Design pc_sequencer, sky130hd; sources not shown.
Fig. 1: supply network
Scale: 4 px per um. Pins as bars on the die edge.
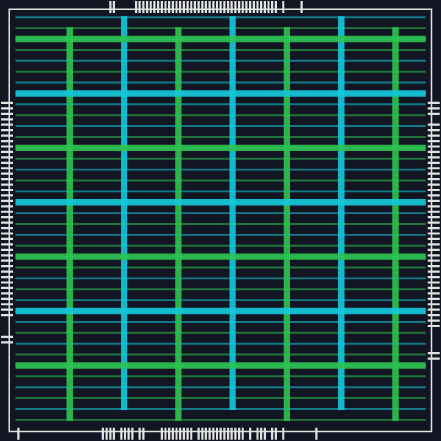
legend:
  VSS:
    colour: green
  VDD:
    colour: cyan
signal pins: 169
rows: 37
Core Area: 10,300 um2
DIE WIDTH: 105 um
die height: 105 um
Worst VDD drop: 0.000412 V

Fig. 2: placement by cell class
Scale: 3 px per um. Fill, decap, tap and diode cells in grey.
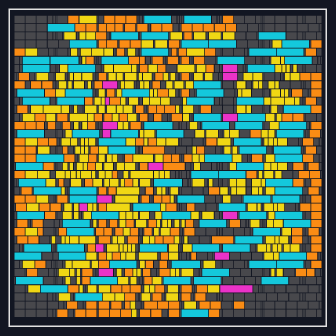
legend:
  clock drivers and dummy loads:
    colour: magenta
    cells: 15
    share_of_their_area: 2.7%
  remaining buffers and delay cells:
    colour: orange
    cells: 237
    share_of_their_area: 30%
  sequential cells:
    colour: cyan
    cells: 98
    share_of_their_area: 34%
  remaining logic cells:
    colour: yellow
    cells: 332
    share_of_their_area: 34%
sequential share of cell area: 0.331
fin area: 7440 um2
floorplan row count: 37

Fig. 3: routed clock nets over the placement
Scale: 6 px per um.
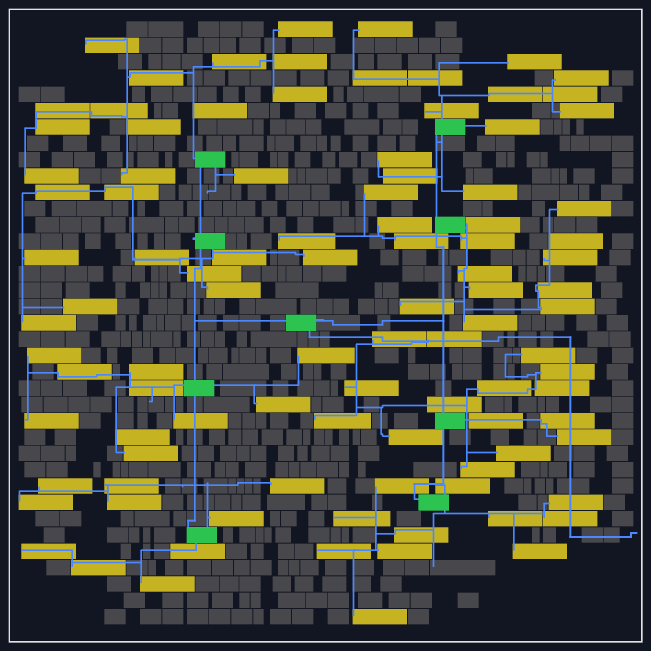
legend:
  clock-net drivers:
    colour: green
    count: 9
  clock wires:
    colour: blue
    length: 1,140 um
  flip-flops:
    colour: yellow
    count: 98
flops lie: all over the die
routed clock nets: 10
clock network power: 1.12 mW
clk latency late pin: 0.37 ns
clock power share: 0.246
clock skew: 0.00939 ns

Fig. 4: wiring by layer
Scale: 4 px per um. Two of the layers only.
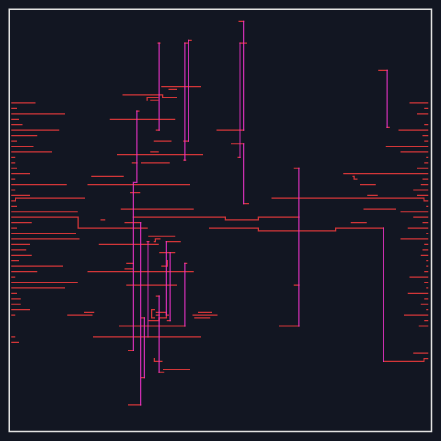
legend:
  M4:
    colour: magenta
    wire_length: 449 um
  M3:
    colour: red
    wire_length: 887 um
via count: 4,553
GRT Total Usage: 0.259
Routed WL per cell: 17.4 um
Total Wirelength: 14,300 um

==> job_summary.md <==
### Metrics collected by this job

| Metric | Value |
|---|---|
| Run status | `finished with violations` |
| Failing checks | `negative setup slack` |
| Int Power | `3.13 mW` |
| Worst Tran Pin Value | `0.852 ns` |
| Crit path DAT | `between 2 and 2.5 ns` |
| Pre-antenna DRT Iters | `5` |
| IO Pins | `169` |
| Leakage power | `around 3.4 nW` |
| Asr flop ratio synth | `1.00` |
| Clk root buf | `clkbuf_8` |
| DP Area | `7070 um2` |
| Top sig layer | `met4` |
| Worst slack at placement | `-0.0648 ns` |
| Setup Viol. Count Final | `1` |
| DRC Markers | `0` |
| #FFs+latches synth | `98` |
| Fin crit share | `1.00` |
| Crit Path Category | `reg -> out` |
| Signal buf overhead | `0.291` |
| First-pass GRT wire length | `22,500 um` |
| Crit path DRT | `2.07 ns` |
| Antenna Cells | `0` |
| Initial antenna violation count | `0` |
| Yosys aoi share | `0.0889` |
| Worst setup margin | `-0.00869 ns` |
| Cts repair resizes | `slightly below 80` |
| Rel. slew slack | `0.429` |
| Clk sinks | `98` |
| # Taps | `approximately 140` |
| Post-synthesis xor/xnor area fraction | `0.106` |
| Reg-to-reg slack, setup | `between 0.3 and 0.4 ns` |
| Nets@finish | `719` |
| Startpoint Class | `flop` |
| Register area share after synthesis | `0.501` |
| Inverter count | `6` |
| Unrepaired setup endpoints after global routing | `true` |
metal layers:
metal,track usage,up-vias
li1,-,2064
met1,0.313,2250
met2,0.450,199
met3,0.0462,40
met4,0.112,0
met5,0,-
cell usage in the layout (no fill, tap or decap), types with 10 or more instances in the layout:
cell	netlist	routed
clkdlybuf4s50_1	0	140
dfrtp_1	98	93
buf_4	3	78
xnor2_1	45	38
nand2_1	36	36
mux2_2	34	34
nor2_1	26	25
nand3_1	25	23
o21ai_0	23	23
nand4_1	20	20
and3_1	15	14
xor2_1	14	14
clkbuf_8	0	10
critical path: stages (launching register included):
cell and delay (ns):
dfrtp_1 0.37, ha_2 0.21, nand4_1 0.13, nor4_4 0.31, buf_12 0.16, nand4_1 0.14, xnor2_2 0.22, buf_4 0.17
No activity file was given, so power comes from the tool's default toggle rates.
